`src/rtl/led_ctrl_pkg.sv`:
```
// LED controller shared types and default parameters.
// Mode encoding matches the cfg_mode port field.
package led_ctrl_pkg;

  typedef enum logic [1:0] {
    MODE_OFF     = 2'd0,
    MODE_ON      = 2'd1,
    MODE_BLINK   = 2'd2,
    MODE_BREATHE = 2'd3
  } mode_e;

  typedef enum logic {
    BR_UP   = 1'b0,
    BR_DOWN = 1'b1
  } br_state_e;

  localparam int DEF_NUM_LEDS = 4;
  localparam int DEF_PWM_BITS = 8;
  localparam int DEF_TICK_DIV = 100_000;

endpackage

```
`src/rtl/led_channel.sv`:
```
// One LED channel: blink phase, breathe level FSM and the
// registered LED output for its selected mode.
module led_channel
  import led_ctrl_pkg::*;
#(
  parameter int PWM_BITS = DEF_PWM_BITS
) (
  input  logic                clk,
  input  logic                rst_n,
  input  logic                tick,
  input  logic                load,
  input  mode_e               mode,
  input  logic [15:0]         period,
  input  logic [PWM_BITS-1:0] duty,
  input  logic [PWM_BITS-1:0] pwm_cnt,
  output logic                led
);

  localparam logic [PWM_BITS-1:0] LVL_MAX = '1;

  mode_e               mode_q, mode_d;
  br_state_e           state_q, state_d;
  logic [15:0]         period_q, period_d;
  logic [15:0]         cnt_q, cnt_d;
  logic [PWM_BITS-1:0] duty_q, duty_d;
  logic [PWM_BITS-1:0] level_q, level_d;
  logic                phase_q, phase_d;
  logic                last;
  logic                led_d;

  always_ff @(posedge clk) begin
    if (!rst_n) begin
      mode_q   <= MODE_OFF;
      state_q  <= BR_UP;
      period_q <= 16'd1;
      cnt_q    <= '0;
      duty_q   <= '0;
      level_q  <= '0;
      phase_q  <= 1'b0;
      led      <= 1'b0;
    end else begin
      mode_q   <= mode_d;
      state_q  <= state_d;
      period_q <= period_d;
      cnt_q    <= cnt_d;
      duty_q   <= duty_d;
      level_q  <= level_d;
      phase_q  <= phase_d;
      led      <= led_d;
    end
  end

  always_comb begin
    mode_d   = mode_q;
    state_d  = state_q;
    period_d = period_q;
    cnt_d    = cnt_q;
    duty_d   = duty_q;
    level_d  = level_q;
    phase_d  = phase_q;
    last     = (cnt_q == period_q - 16'd1);
    // a write wins over a coincident tick
    if (load) begin
      mode_d   = mode;
      period_d = (period == 16'd0) ? 16'd1 : period;
      duty_d   = duty;
      cnt_d    = '0;
      phase_d  = 1'b1;
      level_d  = '0;
      state_d  = BR_UP;
    end else if (tick) begin
      unique case (mode_q)
        MODE_BLINK: begin
          if (last) begin
            cnt_d   = '0;
            phase_d = ~phase_q;
          end else begin
            cnt_d = cnt_q + 16'd1;
          end
        end
        MODE_BREATHE: begin
          if (last) begin
            cnt_d = '0;
            unique case (state_q)
              BR_UP: begin
                if (level_q != LVL_MAX) level_d = level_q + 1'b1;
                if (level_d == LVL_MAX) state_d = BR_DOWN;
              end
              BR_DOWN: begin
                if (level_q != '0) level_d = level_q - 1'b1;
                if (level_d == '0) state_d = BR_UP;
              end
            endcase
          end else begin
            cnt_d = cnt_q + 16'd1;
          end
        end
        MODE_OFF, MODE_ON: ;
      endcase
    end
  end

  always_comb begin
    led_d = 1'b0;
    unique case (mode_q)
      MODE_OFF:     led_d = 1'b0;
      MODE_ON:      led_d = (duty_q == LVL_MAX) || (pwm_cnt < duty_q);
      MODE_BLINK:   led_d = phase_q;
      MODE_BREATHE: led_d = (pwm_cnt < level_q);
    endcase
  end

endmodule

```
`src/rtl/led_ctrl.sv`:
```
// Multi-channel LED controller: tick prescaler, shared PWM
// counter and config write decode feeding per-channel logic.
module led_ctrl
  import led_ctrl_pkg::*;
#(
  parameter int NUM_LEDS = DEF_NUM_LEDS,
  parameter int PWM_BITS = DEF_PWM_BITS,
  parameter int TICK_DIV = DEF_TICK_DIV,
  localparam int CH_W = (NUM_LEDS > 1) ? $clog2(NUM_LEDS) : 1
) (
  input  logic                clk,
  input  logic                rst_n,
  input  logic                cfg_valid,
  output logic                cfg_ready,
  input  logic [CH_W-1:0]     cfg_chan,
  input  logic [1:0]          cfg_mode,
  input  logic [15:0]         cfg_period,
  input  logic [PWM_BITS-1:0] cfg_duty,
  output logic [NUM_LEDS-1:0] led
);

  localparam int PS_W = $clog2(TICK_DIV);
  localparam logic [PS_W-1:0] PS_LAST = PS_W'(TICK_DIV - 1);

  logic [PS_W-1:0]     presc;
  logic [PWM_BITS-1:0] pwm_cnt;
  logic                tick;
  logic                accept;
  logic [NUM_LEDS-1:0] load;

  assign tick   = (presc == PS_LAST);
  assign accept = cfg_valid && cfg_ready;

  always_ff @(posedge clk) begin
    if (!rst_n) begin
      presc     <= '0;
      pwm_cnt   <= '0;
      cfg_ready <= 1'b0;
    end else begin
      presc     <= tick ? '0 : presc + 1'b1;
      pwm_cnt   <= pwm_cnt + 1'b1;
      cfg_ready <= 1'b1;
    end
  end

  // out-of-range channel indices match no slot and are dropped
  for (genvar i = 0; i < NUM_LEDS; i++) begin : g_ch
    assign load[i] = accept && (cfg_chan == CH_W'(i));

    led_channel #(
      .PWM_BITS (PWM_BITS)
    ) u_ch (
      .clk     (clk),
      .rst_n   (rst_n),
      .tick    (tick),
      .load    (load[i]),
      .mode    (mode_e'(cfg_mode)),
      .period  (cfg_period),
      .duty    (cfg_duty),
      .pwm_cnt (pwm_cnt),
      .led     (led[i])
    );
  end

endmodule

```
`config.mk`:
```
export PLATFORM = sky130hd
export DESIGN_NAME = led_ctrl
export DESIGN_NICKNAME = d
export VERILOG_FILES = /design/src/rtl/led_ctrl_pkg.sv /design/src/rtl/led_channel.sv /design/src/rtl/led_ctrl.sv
export SDC_FILE = /design/constraint.sdc
export NUM_CORES = 1
export LEC_CHECK = 0
export CAP_MARGIN = 20
export CORE_MARGIN = 5
export CORE_UTILIZATION = 45
export CTS_BUF_LIST = sky130_fd_sc_hd__clkbuf_8 sky130_fd_sc_hd__clkbuf_16
export CTS_CLUSTER_DIAMETER = 200
export DETAILED_ROUTE_END_ITERATION = 10
export PLACE_DENSITY = 0.63
export SYNTH_ARGS = -nofsm -noshare
export SYNTH_HDL_FRONTEND = slang
export SYNTH_SLANG_ARGS = --single-unit
```
`constraint.sdc`:
```
create_clock -name clk -period 3.3 [get_ports clk]
set_input_delay 0.33 -clock clk [delete_from_list [all_inputs] [get_ports clk]]
set_output_delay 0.33 -clock clk [all_outputs]
set_load 0.03 [all_outputs]
```
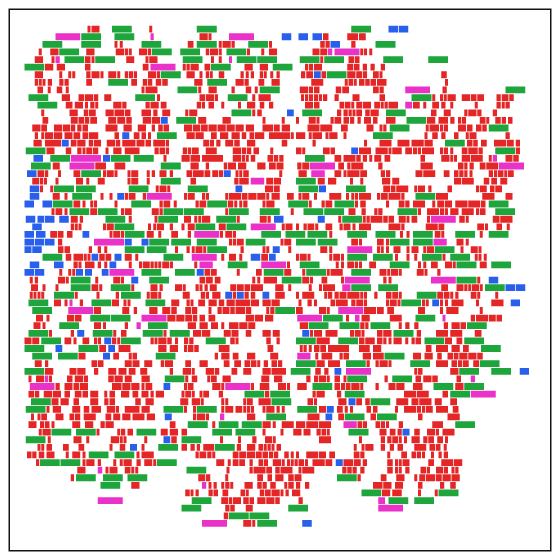
Fig. 1. Placement by cell class (run 1).
colour	class	cells	share of their area
magenta	clock drivers and dummy loads	54	5.8%
green	flops	238	29%
red	all other logic	1605	61%
blue	other buffers and delay cells	81	4.2%

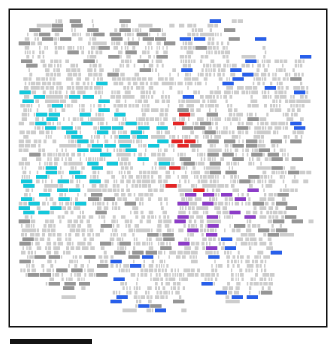
Fig. 2. Where the registers sit (run 1).
Bar = 50 um. Other sequential cells in the stronger grey, the rest of the logic in the fainter grey.
colour	netlist name	sequential cells
red	g_ch.u_ch.mode_q	8
blue	g_ch.u_ch.level_q	32
cyan	g_ch.u_ch.period_q	64
purple	presc	17
not coloured	117

==> flow_summary.toml, run 1 <==
# flow metrics
[run_status]
status = "finished, final reports clean"

[setup_path]
worstReg2RegStart = "presc[5]$_SDFF_PP0_"
endpoint = "g_ch[2].u_ch.level_q[0]$_SDFFE_PP0P_"
path_class = "flip-flop to flip-flop"

[clocking]
cts-root-buf = "clkbuf_16"
htree_levels = 1
cts_sinks = 238
cts_setup_buffers = 0

[yosys]
synthCells = 1939
ys_seq_share = 0.316
top_logic_kind = "simple AND/OR/NAND/NOR gates"
yosys_warnings = 0
fp_nets = 2048
aoi_share = 0.183
avgSynthCellArea_um2 = 7.79

[timing]
min_period_ps = 3130
finalClockPeriodUsage = 0.947
clock.fmax_mhz = 320
whs_ps = 145

[layout]
nNetsFinal = 2064
n_antenna_cell = 0
design_area_um2 = 17000
layout.cells.non_filler = 2426
areaGrowthSynthToFinish_pct = 12.4
seq_area_um2 = 4760

[detailed_routing]
routed_wl_mm = 40.5
drt_pass1_iterations = 7

[job]
warning_count = 34

[floorplanning]
die-height_um = 193
core_area_um2 = 33400
chipArea_um2 = 37300

[global_routing]
first_global_vias = 13100
grtUsageTotal = 0.216

[power]
p_leak_nw = 6.14

[hold_path]
holdPathStages = 1
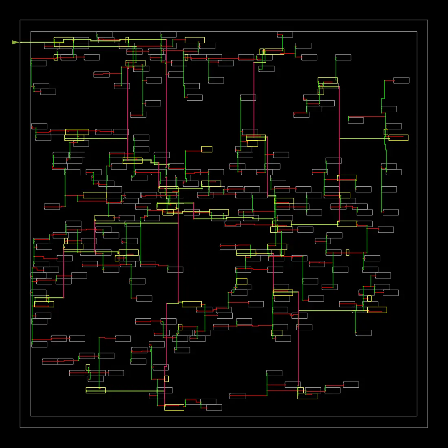
Fig. 3. Clock nets (run 1).
skew final: 28.7 ps
Worst-Skew Late Latency: 560 ps

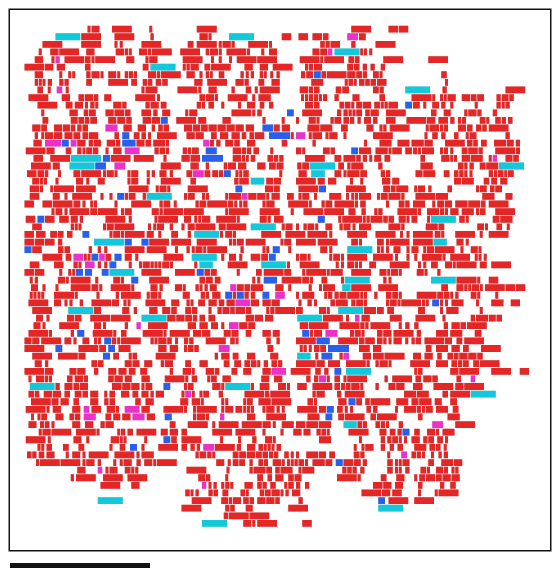
Fig. 4. Drive-strength map (run 1).
Bar = 50 um.
colour	size	cells
cyan	drive 6 and up	38
red	drive 1 or less	1841
blue	drive 3 to 4	59
magenta	drive 2	40

run 1: routing by layer:
metal,part of all wire,global-route usage
met1,0.47,0.297
met2,0.46,0.365
met3,0.046,0.0288
met4,0.018,0.0433
met5,0.00052,0
run 1: power breakdown:
| group | switching (mW) | internal, mW |
|---|---|---|
| sequential | 0.0544 | 2.91 |
| clock | 1.27 | 1.88 |
| combinational | 0.279 | 0.216 |
run 1: kinds of logic after synthesis:
logic type	count (synthesis)
buffers and inverters	192
adders and majority gates	78
DFF	238
xor gates and xnor gates	172
and+or+nand+nor	854
muxes	11
AOI/OAI and AO/OA	394
run 1: state kept, by name, indices dropped and copies added, names as in the netlist:
register / cells
g_ch.u_ch.level_q: 32
presc: 17
g_ch.u_ch.led: 4
g_ch.u_ch.state_q: 4
g_ch.u_ch.cnt_q: 64
g_ch.u_ch.mode_q: 8
cfg_ready: 1
g_ch.u_ch.phase_q: 4
g_ch.u_ch.duty_q: 32
g_ch.u_ch.period_q: 64
pwm_cnt: 8
run 1: what timing repair did:
| item | CTS | global route |
|---|---|---|
| hold endpoints to repair | 0 | 0 |
| endpoints found under the setup margin | 0 | 27 |
| hold buffers | 0 | 0 |
| gates resized | 0 | 11 |
run 1: final cells by class:
class,count,share of cell area
well taps,448,0.0330
clock inverters,19,0.00870
repair buffers,81,0.0408
flip-flops and latches,238,0.281
inverters,96,0.0212
multi-input cells,1509,0.568
clock buffers,35,0.0476
run 1: critical path, stage by stage (launching register included):
cell and delay (ps):
dfxtp_1 360, or4b_4 590, or4_4 550, or3b_1 380, a2111oi_2 210, nand4b_1 190, or2_1 290, or3_1 350
a21oi_1 130
run 1: synth_stat cells, types with 5 or more instances:
cell type / number / area [um^2]
nor3_1: 61 / 305
o31a_1: 5 / 43.8
o21bai_1: 6 / 45.0
a31oi_1: 19 / 119
and3_1: 29 / 181
nand4_1: 45 / 282
ha_1: 78 / 976
clkbuf_1: 83 / 312
nor2_1: 161 / 604
or3_1: 23 / 144
or4_1: 12 / 90.1
nor2b_1: 16 / 100
o2111ai_1: 10 / 87.6
and4_1: 5 / 43.8
o211ai_1: 10 / 75.1
a21oi_1: 53 / 265
o31ai_1: 12 / 90.1
o32ai_1: 5 / 43.8
a22oi_1: 7 / 52.6
o21a_1: 6 / 45.0
xnor2_1: 96 / 841
and4b_1: 5 / 50.1
and2_1: 20 / 125
o21ai_0: 56 / 280
a21o_1: 16 / 120
nand2_1: 306 / 1150
a211oi_1: 19 / 143
o211a_1: 5 / 50.1
nand3b_1: 11 / 82.6
o22ai_1: 16 / 100
or2_2: 9 / 56.3
a21boi_0: 107 / 803
dfxtp_1: 238 / 4760
mux2i_1: 9 / 90.1
nor4_1: 29 / 181
nand2b_1: 21 / 131
buf_2: 5 / 25.0
a211o_1: 5 / 43.8
xor2_1: 76 / 666
inv_1: 96 / 360
nor3b_1: 5 / 37.5
nand3_1: 62 / 310
## Run 2: what changed since run 1
Settings changed: TNS_END_PERCENT from default to 5.
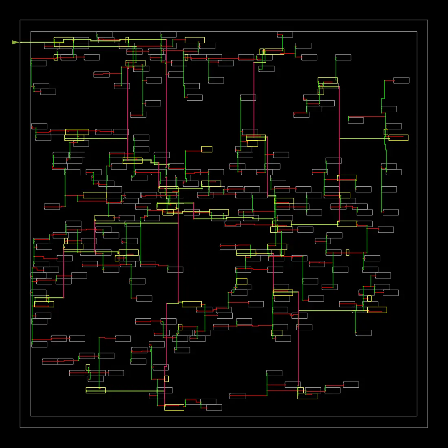
Fig. 5. Clock nets (run 2).
Clk. pwr: 3.15 mW
CLK BUF: 35
Seq Cell Count: 238
CTS sink cnt: 238

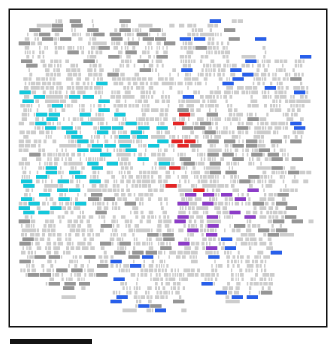
Fig. 6. Where the registers sit (run 2).
Bar = 50 um. Other sequential cells in the stronger grey, the rest of the logic in the fainter grey.
colour	netlist name	sequential cells
blue	g_ch.u_ch.level_q	32
red	g_ch.u_ch.mode_q	8
cyan	g_ch.u_ch.period_q	64
purple	presc	17
not coloured	117

==> flow_summary.toml, run 2 <==
# flow metrics
[clocking]
clock.latency.late_pin_ps = 560
htree_levels = 1
hold_buffers = 0
cts-root-buf = "clkbuf_16"

[setup_path]
arrival_ps = 3600
crit_path_max_incr_delay_ps = 590
slowest_stage = "or4b_4"
path_class = "flip-flop to flip-flop"
path_delay_family = "simple AND/OR/NAND/NOR gates"
worstPathCellList = "or4b_4, or4_4, or3b_1, a2111oi_2, nand4b_1, or2_1, or3_1, a21oi_1"
path_buffers = 0
critPathCaptureType = "flip-flop"

[layout]
layout.cells.non_filler = 2426
nNetsFinal = 2064
areaGrowthSynthToFinish_pct = 12.4
reg.largest.list = "g_ch.u_ch.cnt_q: 64 flops, g_ch.u_ch.period_q: 64 flops"
n_antenna_cell = 0
design_area_um2 = 17000
seq_area_um2 = 4760

[floorplanning]
core_area_um2 = 33400
io_pins = 36
die-height_um = 193
chipArea_um2 = 37300

[power]
p_leak_nw = 6.14

[timing]
setup_tns_ps = 0
min_period_ps = 3130
hold_viol = 0
skew_ps = 28.7

[yosys]
area_leaders = "dfxtp_1 (32%), nand2_1 (7.6%), ha_1 (6.5%)"
synthCells = 1939
yosys_warnings = 0
fp_nets = 2048
avgSynthCellArea_um2 = 7.79
synthTopCellsByCount = "nand2_1 (306), dfxtp_1 (238), nor2_1 (161)"
top_area_frac = 0.316

[detailed_routing]
drt_pass1_iterations = 7
routed_wl_mm = 40.5

[run_status]
status = "finished, final reports clean"

[global_routing]
grtUsageTotal = 0.216
first_global_vias = 13100

[job]
warning_count = 34
==> run 2: cell counts after synthesis <==
No cell type changed its count.
==> run 2: final cells by class <==
cell class / count / share of cell area
inverter: 96 / 0.0212
multi-input combinational: 1509 / 0.568
sequential: 238 / 0.281
clock buffer: 35 / 0.0476
tap: 448 / 0.0330
clock inverter: 19 / 0.00870
timing repair buffer: 81 / 0.0408
==> run 2: cells by family (layout without fill, tap and decap cells) <==
logic type	count (synthesis)	count (layout)	synth area share
mux	11	11	0.00746
simple gates	854	854	0.280
compound gates	394	394	0.183
fa+ha+maj	78	78	0.0646
buf+inv	192	231	0.0496
xor+xnor	172	172	0.0998
flops	238	238	0.316
==> run 2: worst paths after layout <==
| check | cells past startpoint | endpoint | slack (ps) | startpoint |
|---|---|---|---|---|
| worst max register to register | 8 | g_ch[2].u_ch.level_q[0]$_SDFFE_PP0P_ | 170 | presc[5]$_SDFF_PP0_ |
| worst max-delay path | 8 | g_ch[2].u_ch.level_q[0]$_SDFFE_PP0P_ | 170 | presc[5]$_SDFF_PP0_ |
| worst min-delay path | 1 | cfg_ready$_DFF_P_ | 150 | rst_n |
| worst min register to register | 1 | presc[0]$_SDFF_PP0_ | 470 | presc[0]$_SDFF_PP0_ |
==> run 2: report_power, final <==
group	leakage [nW]	internal, mW	total (mW)	switching [mW]
clock network	0.495	1.88	3.15	1.27
registers	1.92	2.91	2.97	0.0544
logic	3.72	0.216	0.496	0.279
==> run 2: metrics by stage <==
stage          hold WS [ps]  power (mW)   util  setup slack, ps
4_1_cts                 131        6.69  0.507             99.6
6_report                145        6.61  0.509              174
2_1_floorplan           358        3.33      -             88.4
5_1_grt                 154        6.86  0.509            -30.3
3_3_place_gp            440        3.51  0.479              181
3_5_place_dp            456        3.52  0.479              116
==> run 2: what timing repair did <==
action	in CTS	in global routing
setup endpoints to repair	0	27
gates resized	0	11
buffers inserted	0	0
endpoints found under the hold margin	0	0
==> run 2: routing by layer <==
metal,track usage,vias to the layer above,routed length (um)
met5,0,-,21
met4,0.0433,4,732
met3,0.0288,66,1880
met2,0.365,286,18800
met1,0.297,6414,19000
li1,-,6857,-
Fig. 7: run 2, placement by cell class
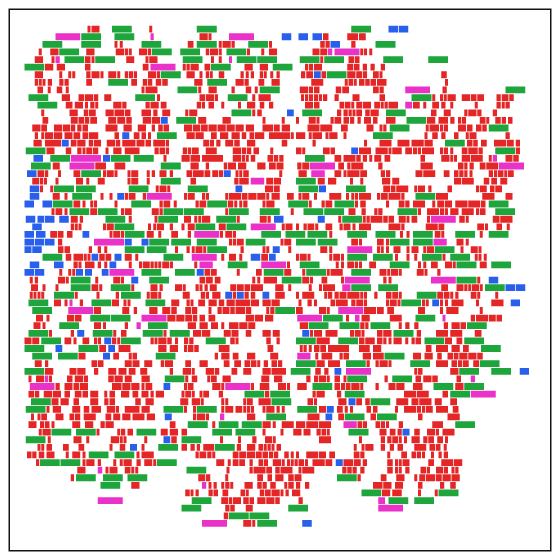

## Run 3: what changed since run 2
Settings changed: PLACE_DENSITY 0.63 to 0.61.
Clock period 3.3 ns to 3 ns, I/O delays scaled along.
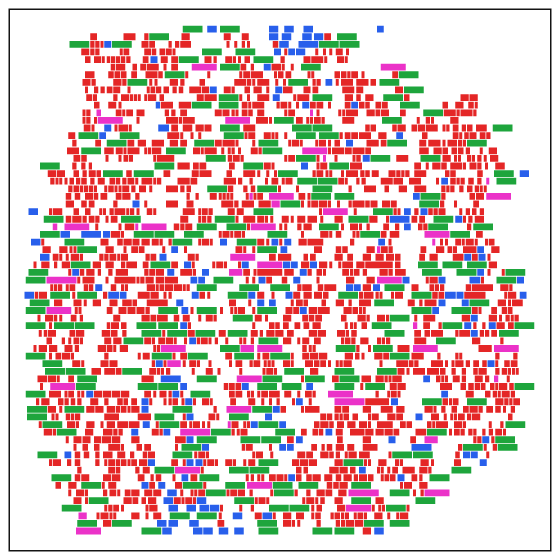
Fig. 8. Placement by cell class (run 3).
colour	class	cells	share of their area
red	all other logic	1605	59%
blue	other buffers and delay cells	165	8.1%
green	flops	238	28%
magenta	clock drivers and dummy loads	51	5.6%

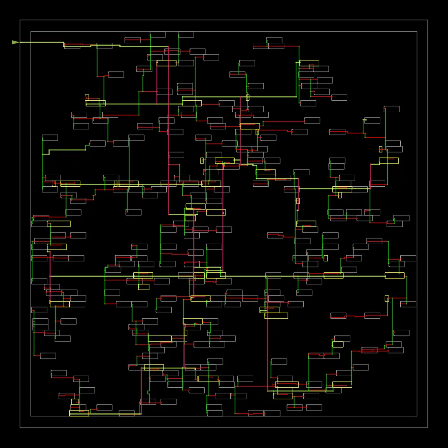
Fig. 9. Clock nets (run 3).
CTS Buf Count: 29
CLK BUF: 33

==> flow_summary.toml, run 3 <==
# flow metrics
[floorplanning]
die-height_um = 193
core_area_um2 = 33400
chipArea_um2 = 37300

[timing]
min_period_ps = 3050
whs_ps = 132
hold_viol = 0
setup_viol = 3
setup_tns_ps = -104
skew_ps = 24.7
setup_slack_ps = -50.3

[global_routing]
first_global_vias = 13300

[run_status]
status = "finished, violations left"
violations = "negative setup slack"

[clocking]
clock.latency.late_pin_ps = 560
cts_sinks = 238

[setup_path]
crit_path_max_incr_delay_ps = 540
arrival_ps = 3520
worstReg2RegStart = "presc[5]$_SDFF_PP0_"
critPathCaptureType = "flip-flop"
slowest_stage = "or4b_4"
r2r_cells = 10
endpoint = "g_ch[3].u_ch.state_q$_SDFFE_PP0P_"

[layout]
areaGrowthSynthToFinish_pct = 18.2
reg.largest.list = "g_ch.u_ch.cnt_q: 64 flops, g_ch.u_ch.period_q: 64 flops"
n_antenna_cell = 0
nNetsFinal = 2148

[power]
p_seq_frac = 0.436
pwr-share-comb = 0.083

[yosys]
top_area_frac = 0.316
synthCells = 1939
yosys_warnings = 0
fp_nets = 2048
area_leaders = "dfxtp_1 (32%), nand2_1 (7.6%), ha_1 (6.5%)"

[detailed_routing]
routed_wl_mm = 42.1
run 3: netlist changes by cell type in the layout (fill, tap and decap cells not counted), moves of 4 or more:
cell	previous run	this run
o21ai_1	0	4
buf_6	0	4
clkinv_2	9	4
buf_12	0	5
o21ai_0	56	52
buf_4	47	121
run 3: cell families after synthesis:
logic type | synth area share
adder cells (fa/ha/maj) | 0.0646
XOR/XNOR | 0.0998
buffers and inverters | 0.0496
AND-OR/OR-AND | 0.183
multiplexers | 0.00746
flip-flops | 0.316
AND/OR/NAND/NOR | 0.280
run 3: per-layer routing:
metal | global-route usage | share of wire | routed length, um
met1 | 0.315 | 0.47 | 19700
met2 | 0.369 | 0.46 | 19300
met3 | 0.0259 | 0.049 | 2080
met4 | 0.0621 | 0.025 | 1040
met5 | 0 | 0 | 0
run 3: worst min-delay path by stage:
stage                                        startpoint                             endpoint  cells after the start  slack (ps)
CTS                                               rst_n                    cfg_ready$_DFF_P_                      1         120
detailed placement  g_ch[3].u_ch.duty_q[2]$_SDFFE_PN0P_  g_ch[3].u_ch.duty_q[2]$_SDFFE_PN0P_                      2         470
global route                                      rst_n                    cfg_ready$_DFF_P_                      1         140
floorplan                                         rst_n                    cfg_ready$_DFF_P_                      0         330
global placement    g_ch[0].u_ch.duty_q[3]$_SDFFE_PN0P_  g_ch[0].u_ch.duty_q[3]$_SDFFE_PN0P_                      2         470
finish                                            rst_n                    cfg_ready$_DFF_P_                      1         130
run 3: power groups by stage:
stage          clock network (mW)  logic (mW)  registers (mW)
6_report                     3.59       0.617            3.25
5_1_grt                      3.80       0.675            3.25
4_1_cts                      3.66       0.609            3.24
3_5_place_dp                    0       0.602            3.31
3_3_place_gp                    0       0.596            3.31
2_1_floorplan                   0       0.354            3.31
run 3: area by class of cell:
type	instances	area [um^2]	share of cell area
repair buffers	165	1400	0.0784
clock buffers	33	781	0.0438
flip-flops and latches	238	4760	0.267
multi-input cells	1509	9790	0.549
well taps	448	561	0.0314
clock inverters	18	188	0.0105
inverters	96	363	0.0203
run 3: stage by stage:
step | cell area, um^2 | util
after global routing | 17800 | 0.535
after global placement | 16700 | 0.500
after CTS | 17700 | 0.531
after detailed placement | 16700 | 0.500
final | 17800 | 0.535
after floorplan | 15100 | -
run 3: critical path: cells and delay by family (launching register included):
kind | cells | cell delay [ps]
flops | 1 | 310
simple gates | 7 | 2200
buf+inv | 2 | 310
compound gates | 1 | 150
run 3: repair_timing:
item / CTS / global route
pin swaps: 5 / 6
endpoints found under the hold margin: 0 / 0
buffers inserted: 1 / 0
endpoints found under the setup margin: 14 / 49
gates resized: 16 / 29
hold buffers: 0 / 0
cloned: 1 / 0
Power and IR drop assume default switching activity.
